`config.mk`:
```
export PLATFORM = sky130hd
export DESIGN_NAME = mux4to1
export DESIGN_NICKNAME = d
export VERILOG_FILES = /design/src/rtl/mux4to1_pkg.sv /design/src/rtl/mux4to1_sel.sv /design/src/rtl/mux4to1.sv
export SDC_FILE = /design/constraint.sdc
export NUM_CORES = 1
export LEC_CHECK = 0
export ABC_AREA = 1
export ABC_CLOCK_PERIOD_IN_PS = 1100
export CAP_MARGIN = 30
export CORE_AREA = 10 10 89 110
export DETAILED_ROUTE_END_ITERATION = 7
export DIE_AREA = 0 0 99 120
export PLACE_DENSITY = 0.77
export SYNTH_ARGS = -nofsm -noshare
export SYNTH_HDL_FRONTEND = slang
export SYNTH_SLANG_ARGS = --single-unit
```
`constraint.sdc`:
```
create_clock -name clk -period 1.1 [get_ports clk]
set_clock_uncertainty 0.05 [all_clocks]
set_input_delay 0.33 -clock clk [delete_from_list [all_inputs] [get_ports clk]]
set_output_delay 0.33 -clock clk [all_outputs]
set_load 0.01 [all_outputs]
```
`src/rtl/mux4to1_pkg.sv`:
```
// Shared select encoding for the mux4to1 word selector.
// Optional parity output is enabled by defining MUX4TO1_PARITY_EN.
package mux4to1_pkg;

   typedef logic [1:0] sel_t;

   localparam sel_t SEL_A = 2'b00;
   localparam sel_t SEL_B = 2'b01;
   localparam sel_t SEL_C = 2'b10;
   localparam sel_t SEL_D = 2'b11;

endpackage

```
`src/rtl/mux4to1_sel.sv`:
```
// Purely combinational 4:1 word selector; every select code maps to an input.
module mux4to1_sel
   import mux4to1_pkg::*;
#(
   parameter int WIDTH = 32
) (
   input  sel_t             sel,
   input  logic [WIDTH-1:0] a,
   input  logic [WIDTH-1:0] b,
   input  logic [WIDTH-1:0] c,
   input  logic [WIDTH-1:0] d,
   output logic [WIDTH-1:0] word
);

   // All four codes are covered, so there is no fallback value.
   always_comb begin
      case (sel)
         SEL_A: word = a;
         SEL_B: word = b;
         SEL_C: word = c;
         SEL_D: word = d;
      endcase
   end

endmodule

```
`src/rtl/mux4to1.sv`:
```
// Registered 4:1 word selector with valid tracking (1-cycle latency).
// Define MUX4TO1_PARITY_EN to add the registered even-parity output E_par.
module mux4to1
   import mux4to1_pkg::*;
#(
   parameter int WIDTH = 32
) (
   input  logic             clk,
   input  logic             rst,
   input  logic             in_valid,
   input  sel_t             Sel,
   input  logic [WIDTH-1:0] A,
   input  logic [WIDTH-1:0] B,
   input  logic [WIDTH-1:0] C,
   input  logic [WIDTH-1:0] D,
   output logic [WIDTH-1:0] E,
`ifdef MUX4TO1_PARITY_EN
   output logic             E_par,
`endif
   output logic             out_valid
);

   logic [WIDTH-1:0] word;

   mux4to1_sel #(.WIDTH(WIDTH)) u_sel (
      .sel  (Sel),
      .a    (A),
      .b    (B),
      .c    (C),
      .d    (D),
      .word (word)
   );

   // Valid-only flow, no backpressure: a cycle with in_valid=1 is always
   // accepted, and out_valid is high for exactly the cycle after it. With
   // in_valid=0 the data registers hold their previous contents.
   always_ff @(posedge clk) begin
      if (rst) begin
         E         <= '0;
         out_valid <= 1'b0;
      end else begin
         out_valid <= in_valid;
         if (in_valid) begin
            E <= word;
         end
      end
   end

`ifdef MUX4TO1_PARITY_EN
   always_ff @(posedge clk) begin
      if (rst) begin
         E_par <= 1'b0;
      end else if (in_valid) begin
         E_par <= ^word;
      end
   end
`endif

endmodule

```
density.png
10 x 12 tiles, from white (low) to dark blue (high), 0 to 100% covered.
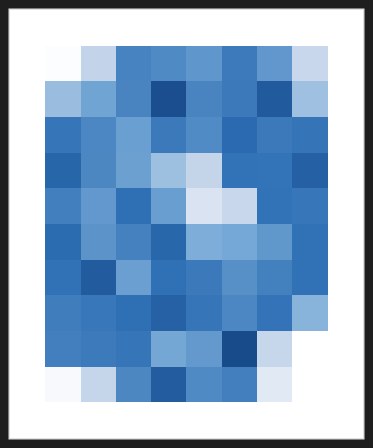
fullest tile: 89%
tiles over 75% full: 9.2%
nearly empty tiles: 36%
emptiest ninth of the die: bottom right
mean over tiles: 39%

cell_classes.png
Scale bar: 20 µm. Fill, decap, tap and diode cells in gray.
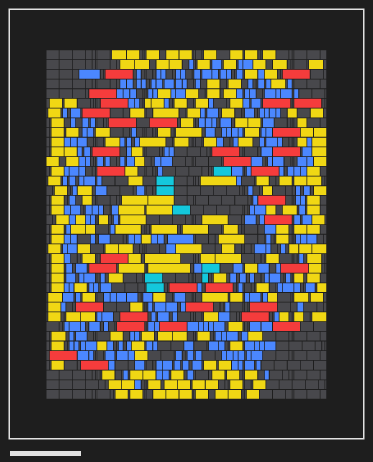
| color | class | cells | share of their area |
|---|---|---|---|
| yellow | other buffers and delay cells | 204 | 48% |
| cyan | clock drivers and dummy loads | 8 | 2.2% |
| blue | all other logic | 298 | 34% |
| red | flip-flops | 33 | 15% |

met1.png
Supply wires on this layer in gray.
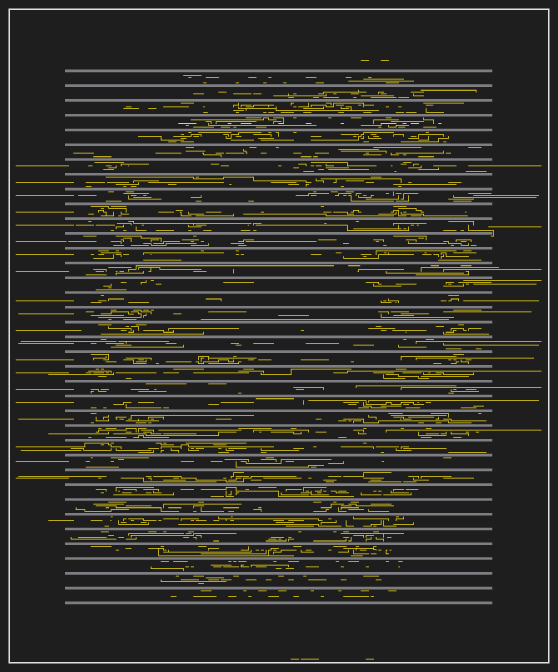
longest straight run: 45.5 µm
nets with wire on the layer: 604
main direction: horizontal
share of all routed wire: 38%

port_nets.png
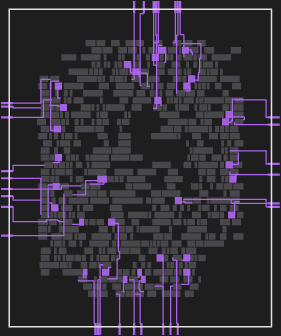
| color | port | bits | direction | end cells | buffers | wire |
|---|---|---|---|---|---|---|
| purple | B | 32 | input | 32 | 32 | 966 µm |

final_congestion.png
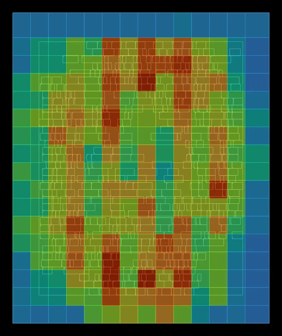
All-Layer GR Usage: 0.162
GR Util met1: 0.166

==> flow_summary_export.csv <==
group,metric,value,unit
sta,setup_slack,-0.0124,ns
synth,yosysTopAreaCellShare,0.268,
synth,xor_share,0,
run,cap_violations,0,
global_routing,grt_pass1_wl,16000,µm
synth,yosysUniqueCellTypes,18,
layout,antenna_cells,0,
worst_setup_path,critPathLaunchType,"flip-flop",
layout,largest-register,"E",
synth,ys_ff,33,
worst_hold_path,hp-start,"rst",
clock_network,cts_made_buffers,5,
sta,rsz0062_at_grt,"yes",
worst_setup_path,worstReg2RegEnd,"E[14]$_SDFFE_PP0P_",
worst_setup_path,crit_slowest_cell,"dfxtp_2",
worst_setup_path,end_kind,"output pin",
floorplan,pin_count,166,
floorplan,taps,95,
global_routing,antenna_found_initial,0,
clock_network,clk_path_buf_depth,2,
sta,finalCritPeriodShare,1.01,
sta,setup_viol,8,
route,drtIter0Drc,111,
layout,fin_area,0.00479,mm²
worst_hold_path,hold_class,"input pin to flip-flop",
pwr,ir_drop,0.524,mV
layout,combGateArea,0.00146,mm²
layout,seq-cell-share,0.147,
worst_setup_path,cp-startpoint,"E[30]$_SDFFE_PP0P_",
global_routing,grt_pass1_vias,3207,
status,status,"complete, but fails checks",
route,ant_nets,0,
layout,regArea,702,µm²
synth,synth_area,0.00247,mm²
status,violations,"negative setup slack",
layout,design.seq.count,33,
clock_network,clk_latency,0.28,ns
worst_setup_path,critical-path-max-stage-delay,0.33,ns
sta,slew_headroom,0.906,
==> power breakdown <==
part / switching [µW] / internal, µW / total [µW]
logic: 580 / 953 / 1530
registers: 55.4 / 1290 / 1350
clock network: 439 / 566 / 1000
==> cell usage in the layout, fill, tap and decap left out <==
cell             count
inv_2                1
a21oi_2             46
buf_12              17
buf_4               18
nor2_1               3
nor2_8               1
o21bai_1            31
dlygate4sd2_1        1
a21oi_4              1
nand4_1              1
dfxtp_2             33
nand3_1             66
buf_16               2
inv_4                2
clkinv_2             2
clkbuf_8             7
bufbuf_16            1
buf_2                1
a21oi_1             12
o21ai_0              3
nand2_1             96
inv_1               34
clkdlybuf4s50_1    128
buf_6               36
==> layer usage <==
layer	track usage	wire (µm)
met2	0.302	5300
met4	0.0485	188
met1	0.166	3810
met3	0.0528	738
met5	0	0
Power and IR drop assume default switching activity.
